### The metal 3 layer, run 1

Drawn at 4 px/um.
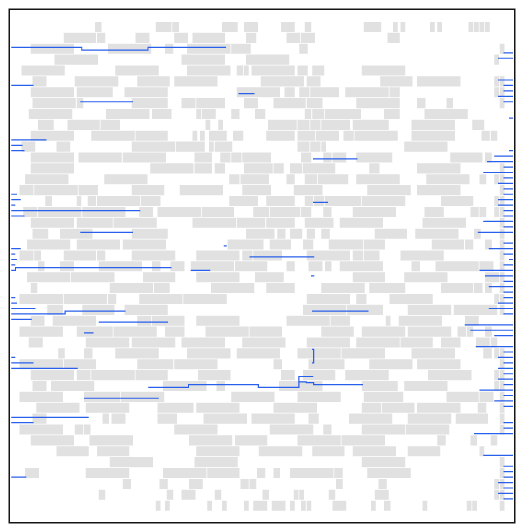
### Routing congestion map, run 1

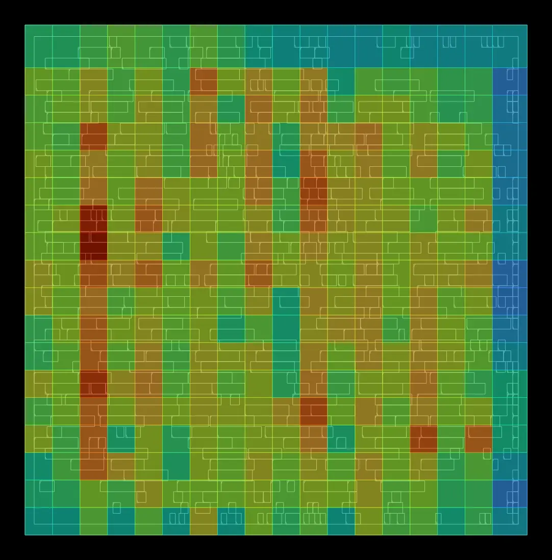
### Routed clock nets over the placement, run 1

Drawn at 3 px/um.
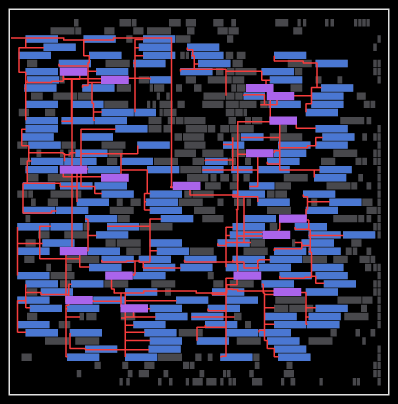
`src/rtl/gpr_wbq.sv`:
```
// Writeback queue in front of the register file, with optional operand forwarding.
// Define GPR_WBQ_FWD_EN to build the rs/rt forwarding comparators; otherwise the fwd outputs are tied to 0.
module gpr_wbq #(
    parameter int DEPTH = 4
) (
    input  logic        clock,
    input  logic        reset_n,
    input  logic        wb_valid,
    output logic        wb_ready,
    input  logic [4:0]  wb_num,
    input  logic [31:0] wb_data,
    output logic        reg_write,
    output logic [4:0]  num_write,
    output logic [31:0] data_write,
    input  logic [4:0]  rs,
    input  logic [4:0]  rt,
    output logic        fwd_a_hit,
    output logic [31:0] fwd_a,
    output logic        fwd_b_hit,
    output logic [31:0] fwd_b,
    output logic        idle
);

    localparam int AW = $clog2(DEPTH);
    localparam int CW = AW + 1;

    logic [4:0]    num_mem  [DEPTH];
    logic [31:0]   data_mem [DEPTH];
    logic [AW-1:0] rd_ptr;
    logic [AW-1:0] wr_ptr;
    logic [CW-1:0] count;
    logic          push;
    logic          pop;

    // Writes to r0 are swallowed at the input so they never occupy a slot.
    assign wb_ready = (count != CW'(DEPTH));
    assign push     = wb_valid && wb_ready && (wb_num != 5'd0);
    assign pop      = (count != '0);
    assign idle     = (count == '0);

    assign reg_write  = pop;
    assign num_write  = pop ? num_mem[rd_ptr]  : 5'd0;
    assign data_write = pop ? data_mem[rd_ptr] : 32'd0;

    always_ff @(posedge clock) begin
        if (!reset_n) begin
            rd_ptr <= '0;
            wr_ptr <= '0;
            count  <= '0;
        end else begin
            if (push) begin
                num_mem[wr_ptr]  <= wb_num;
                data_mem[wr_ptr] <= wb_data;
                wr_ptr           <= wr_ptr + 1'b1;
            end
            if (pop) begin
                rd_ptr <= rd_ptr + 1'b1;
            end
            if (push && !pop) begin
                count <= count + 1'b1;
            end else if (!push && pop) begin
                count <= count - 1'b1;
            end
        end
    end

`ifdef GPR_WBQ_FWD_EN
    logic [AW-1:0] slot;

    // Walk oldest to youngest so the last match seen is the youngest one.
    always_comb begin
        fwd_a_hit = 1'b0;
        fwd_a     = 32'd0;
        fwd_b_hit = 1'b0;
        fwd_b     = 32'd0;
        slot      = '0;
        for (int k = 0; k < DEPTH; k++) begin
            slot = rd_ptr + AW'(k);
            if (CW'(k) < count) begin
                if ((rs != 5'd0) && (num_mem[slot] == rs)) begin
                    fwd_a_hit = 1'b1;
                    fwd_a     = data_mem[slot];
                end
                if ((rt != 5'd0) && (num_mem[slot] == rt)) begin
                    fwd_b_hit = 1'b1;
                    fwd_b     = data_mem[slot];
                end
            end
        end
    end
`else
    logic unused_query;

    assign unused_query = ^{rs, rt};
    assign fwd_a_hit    = 1'b0;
    assign fwd_a        = 32'd0;
    assign fwd_b_hit    = 1'b0;
    assign fwd_b        = 32'd0;
`endif

endmodule

```
`config.mk`:
```
export PLATFORM = sky130hd
export DESIGN_NAME = gpr_wbq
export DESIGN_NICKNAME = d
export VERILOG_FILES = /design/src/rtl/gpr_wbq.sv
export SDC_FILE = /design/constraint.sdc
export NUM_CORES = 1
export LEC_CHECK = 0
export CORE_AREA = 2 2 124 126
export CTS_CLUSTER_DIAMETER = 200
export DETAILED_ROUTE_END_ITERATION = 6
export DIE_AREA = 0 0 126 128
export PLACE_DENSITY_LB_ADDON = 0.12
export SYNTH_ARGS = -nofsm -noshare
export SYNTH_HDL_FRONTEND = slang
export SYNTH_SLANG_ARGS = --single-unit
```
`constraint.sdc`:
```
create_clock -name clock -period 2.25 [get_ports clock]
set_input_delay 0.45 -clock clock [delete_from_list [all_inputs] [get_ports clock]]
set_output_delay 0.45 -clock clock [all_outputs]
set_load 0.01 [all_outputs]
```
==> impl_metrics.py, run 1 <==
# Metrics from the implementation run
metrics = {
    "outcome": {
        "outcome": "complete, but fails checks",
        "violations": "setup timing",
    },
    "drt": {
        "wl_um": 11800,
        "drc": 0,
        "drt-initial-drc-count": 142,
        "vias_per_cell": 4.74,
        "antenna_left": 0,
        "drt_first_pass_iters": 4,
        "via_count": 3182,
    },
    "place": {
        "routabilityCongestion": 0.703,
        "dpl_cell_area_um2": 7600,
        "io_buffers": 79,
        "dpl.hpwl_um": 7230,
    },
    "layout": {
        "insertedDiodeCount": 0,
        "drive_gt1_frac": 0.331,
        "lay_top_count": "edfxtp_1",
        "layout_top_cells": "148 x edfxtp_1, 66 x conb_1, 37 x mux4_2, 37 x clkdlybuf4s50_1, 32 x buf_2",
        "nets": 526,
        "fin_area_um2": 8300,
        "area_delta_synth_final_pct": 26.5,
    },
    "final_timing": {
        "fin_crit_ps": 2300,
        "finalWorstSetupSlack_ps": -46.7,
        "finalCritPeriodShare": 1.02,
        "setup_viol": 17,
        "final-max-slew-violation-count": 0,
        "rsz0062_at_grt": "true",
        "fmax_mhz": 435,
        "finalHoldViolations": 0,
    },
    "worst_setup_path": {
        "ff2ff_setup_slack_ps": 150,
        "critical_path_class": "flip-flop to output port",
        "cp_max_fo": 5,
        "worstRegToRegCells": 8,
        "crit_arrival_ps": 1850,
        "end_kind": "output port",
        "crit_required_ps": 1800,
        "cp-start-kind": "flip-flop",
    },
    "cts": {
        "htree_num_levels": 4,
        "clock_sinks": 157,
        "root_buffer": "clkbuf_16",
        "cts_hold_buf": 0,
        "cts_max_path_buffers": 2,
        "cts_tree": "yes",
        "clkTransAtPathRegs_ps": 60,
        "cts_buffers": 17,
    },
    "global_route": {
        "track_usage": 0.155,
        "first_global_vias": 3289,
        "grt_max_degree": 33,
        "antenna_found_initial": 0,
        "grt_first_pass_wirelength_um": 18200,
        "overflow": 0,
    },
    "synth": {
        "top_area_cell": "edfxtp_1",
        "synth_stat.cells": 350,
        "synth-seq-cells": 157,
        "netlist_area_um2": 6560,
        "syn_inst": 350,
        "syn_area_per_cell_um2": 18.7,
        "top_area_frac": 0.678,
        "yosys_area_um2": 6560,
        "ys.warnings.count": 0,
        "ys_seq_share": 0.705,
        "ys_types": 27,
        "topCellsByArea": "edfxtp_1 68%, mux4_2 13%, buf_4 8.1%",
    },
    "floorplan": {
        "die_h_um": 128,
        "ios": 156,
        "coreArea_um2": 14900,
        "row_count": 45,
        "fp_util": 0.441,
        "die_x_um": 126,
        "die_area_um2": 16100,
    },
    "pwr": {
        "p_leak_uw": 0.00302,
        "ir_worst_vdd_mv": 0.572,
        "p_total_uw": 9700,
        "p_per_area_nw_per_um2": 1170,
    },
    "run": {
        "drv_cap": 0,
        "warnings": 42,
    },
    "worst_hold_path": {
        "min_path_cells": 1,
        "hp-class": "input pin to flip-flop",
    },
}
About 'The metal 3 layer':
The layer carries 668 um of wire. The layer holds 5.7% of the routed length.

About 'Routing congestion map':
Routed wire per std cell: 17.6 um
Final Util: 0.558

About 'Routed clock nets over the placement':
Key: cells driving clock nets = purple [count 17]; clock wires = red [length 1740 um]; flip-flops = blue [count 157]
Position of the flops: spread over the die.
Clock power frac: 0.303
clock skew: 12.5 ps
clk_lat worst skew: 420 ps

-- run 1: report_power, final --
part	total [uW]	switching (uW)	internal (uW)
clock	2940	1080	1870
sequential	3500	102	3400
combinational	3260	1460	1800
-- run 1: synthesized netlist by cell type (all sizes together) --
cell type,n
fa,1
o211a,1
ha,5
and2,2
clkbuf,7
nor3,1
inv,4
mux4,37
o31ai,1
nor2b,38
nand2b,1
xnor2,2
and3,6
mux2i,3
a21boi,1
or3,1
dfxtp,9
conb,1
buf,73
edfxtp,148
or4,1
nand2,4
xor2,1
or3b,1
o21ai,1
-- run 1: cell families after synthesis --
kind of cell	share of synthesized area
buf+inv	0.0901
mux	0.132
fa+ha+maj	0.0126
xor+xnor	0.00401
flops	0.705
simple gates	0.0513
other cells	0.000572
compound gates	0.00458
-- run 1: layer usage --
layer,share of wire,up-vias,wire length (um),track usage
met5,0,-,0,0
met4,0.011,0,136,0.0601
met3,0.056,9,668,0.0484
met2,0.51,115,6020,0.259
met1,0.42,1616,5000,0.191
li1,-,1442,-,-
-- run 1: sequential cells by signal, indices dropped and copies added (netlist names), named ones only --
name / flops
count: 3
rd_ptr: 2
wr_ptr: 2
data_mem: 128
num_mem: 20
-- run 1: path summary, 6_finish.rpt --
kind | endpoint | from
setup / recovery | data_write[15] | flip-flop
hold / removal | num_mem[0][0] | wb_num[0]
setup reg to reg | count[2] | count[1]
hold reg to reg | wr_ptr[1] | wr_ptr[1]
-- run 1: critical path, cell delays in order (launching register included) --
cell,delay (ps)
dfxtp_4,390
buf_12,110
buf_8,110
buf_6,90
mux4_2,470
nor2b_4,140
buf_6,120
-- run 1: final cells by class --
type	count	area (um2)
repair buffers	116	1130
flip-flops and latches	157	4630
well taps	188	235
inverters	4	15.0
fillers	1179	6570
clock buffers	23	488
multi-input cells	174	1660
clock inverters	9	133
-- run 1: per-stage QoR --
stage	hold WS [ps]	cells	TNS [ps]	worst slack, ps
after floorplan	468	415	-31.4	-31.4
after global placement	486	626	-49580	-488
after detailed placement	497	626	-56600	-636
after CTS	460	670	-1830	-128
after global routing	293	671	-3140	-131
final	291	671	-345	-46.7
-- run 1: repair_timing --
| action | in CTS | in global routing |
|---|---|---|
| endpoints found under the setup margin | 42 | 39 |
| pin swaps | 3 | 1 |
| cloned | 2 | 0 |
| endpoints found under the hold margin | 0 | 0 |
| setup buffers | 11 | 4 |
| gates resized | 179 | 14 |
==> run 2, diff against run 1 <==
--- a/config.mk
+++ b/config.mk
@@ -5,6 +5,7 @@
 export SDC_FILE = /design/constraint.sdc
 export NUM_CORES = 1
 export LEC_CHECK = 0
+export ABC_CLOCK_PERIOD_IN_PS = 2250
 export CORE_AREA = 2 2 124 126
 export CTS_CLUSTER_DIAMETER = 200
 export DETAILED_ROUTE_END_ITERATION = 6
==> impl_metrics.py, run 2 <==
# Metrics from the implementation run
metrics = {
    "layout": {
        "fin_area_um2": 8300,
        "lay_top_count": "edfxtp_1",
        "stdcell_count": 671,
        "regMostFlops": "data_mem",
        "layout_top_cells": "148 x edfxtp_1, 66 x conb_1, 37 x mux4_2, 37 x clkdlybuf4s50_1, 32 x buf_2",
        "reg_top3": "data_mem x128, num_mem x20, count x3",
        "drive_gt1_frac": 0.331,
        "insertedDiodeCount": 0,
        "area_delta_synth_final_pct": 26.5,
    },
    "worst_setup_path": {
        "crit_required_ps": 1800,
        "cp-start-kind": "flip-flop",
        "cpMostUsedCell": "buf_6",
        "critical_path_class": "flip-flop to output port",
        "crit_family": "multiplexers",
        "crit_arrival_ps": 1850,
    },
    "floorplan": {
        "row_count": 45,
        "coreArea_um2": 14900,
        "die_area_um2": 16100,
    },
    "pwr": {
        "ir_worst_vdd_mv": 0.572,
        "p_leak_uw": 0.00302,
        "power_switching_share": 0.271,
        "combinationalPowerShare": 0.336,
        "p_per_area_nw_per_um2": 1170,
    },
    "global_route": {
        "grt_max_degree": 33,
        "grt_first_pass_wirelength_um": 18200,
        "first_global_vias": 3289,
    },
    "run": {
        "drv_cap": 0,
    },
    "final_timing": {
        "finalWorstSetupSlack_ps": -46.7,
        "hold_ws_ps": 291,
        "rsz0062_at_grt": "true",
        "fmax_mhz": 435,
        "final-max-slew-violation-count": 0,
        "finalCritPeriodShare": 1.02,
        "setup_viol": 17,
    },
    "drt": {
        "drt_first_pass_iters": 4,
        "routedWlPerCell_um": 17.6,
    },
    "synth": {
        "yosysMostFrequentCell": "edfxtp_1",
        "synth-seq-cells": 157,
        "yosys_area_um2": 6560,
        "ys_seq_share": 0.705,
        "ys_types": 27,
    },
    "worst_hold_path": {
        "hp-class": "input pin to flip-flop",
    },
    "cts": {
        "clkTransAtPathRegs_ps": 60,
        "htree_num_levels": 4,
        "cts_buffers": 17,
    },
    "outcome": {
        "outcome": "complete, but fails checks",
        "violations": "setup timing",
    },
    "place": {
        "dpl_cell_area_um2": 7600,
    },
}
run 2: final timing paths:
kind	start	end	slack (ps)	cells after the start
max	flip-flop	data_write[15]	-50	6
min	wb_num[0]	num_mem[0][0]	290	1
max reg2reg	count[1]	count[2]	150	8
min reg2reg	wr_ptr[1]	wr_ptr[1]	500	2
run 2: kinds of logic after synthesis:
group / synth area share
buf+inv: 0.0901
mux: 0.132
other cells: 0.000572
flops: 0.705
compound gates: 0.00458
fa+ha+maj: 0.0126
simple gates: 0.0513
xor+xnor: 0.00401
run 2: timing repair:
item / 4_1_cts / 5_1_grt
gates resized: 179 / 14
gates cloned: 2 / 0
buffers inserted: 11 / 4
hold buffers: 0 / 0
pin swaps: 3 / 1
setup endpoints to repair: 42 / 39
run 2: area by class of cell:
type / instances / area (um2)
sequential: 157 / 4630
clock inverter: 9 / 133
multi-input combinational: 174 / 1660
timing repair buffer: 116 / 1130
fill: 1179 / 6570
tap: 188 / 235
inverter: 4 / 15.0
clock buffer: 23 / 488
run 2: power groups by stage:
stage               logic, uW  clock network [uW]  registers (uW)
floorplan                1810                   0            3510
global placement         3160                   0            3570
detailed placement       3190                   0            3570
CTS                      3310                3010            3510
global route             3540                3130            3520
finish                   3260                2940            3500
run 2: metal layers:
metal,wire (um),vias to the layer above,part of all wire
li1,-,1442,-
met1,5000,1616,0.42
met2,6020,115,0.51
met3,668,9,0.056
met4,136,0,0.011
met5,0,-,0
run 2: through the flow:
step / setup WS, ps / util
after CTS: -128 / 0.557
after floorplan: -31.4 / -
after detailed placement: -636 / 0.512
final: -46.7 / 0.558
after global placement: -488 / 0.512
after global routing: -131 / 0.558
### Routed clock nets over the placement, run 2

Drawn at 3 px/um.
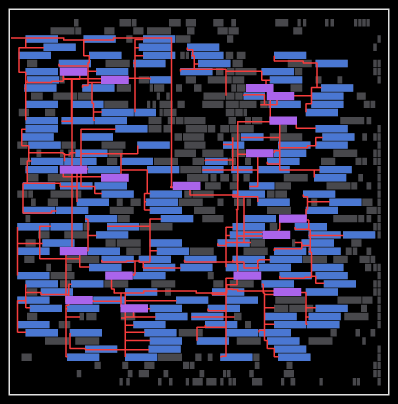
Key: flip-flops = blue [count 157]; clock wires = red [length 1740 um]; cells driving clock nets = purple [count 17]
There are 18 routed clock nets.

### Routing congestion map, run 2

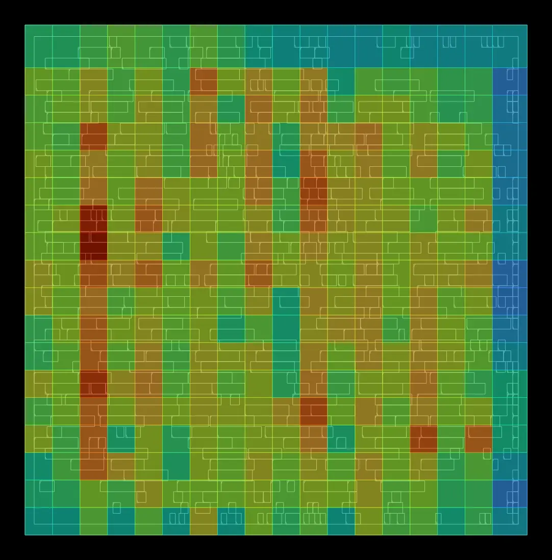
GRT Max-Usage Layer: met2
GR Util met3: 0.0484
Total GRT Usage: 0.155
met1 Use GR: 0.191
met2 Track Usage GR: 0.259

Power and IR drop assume default switching activity.
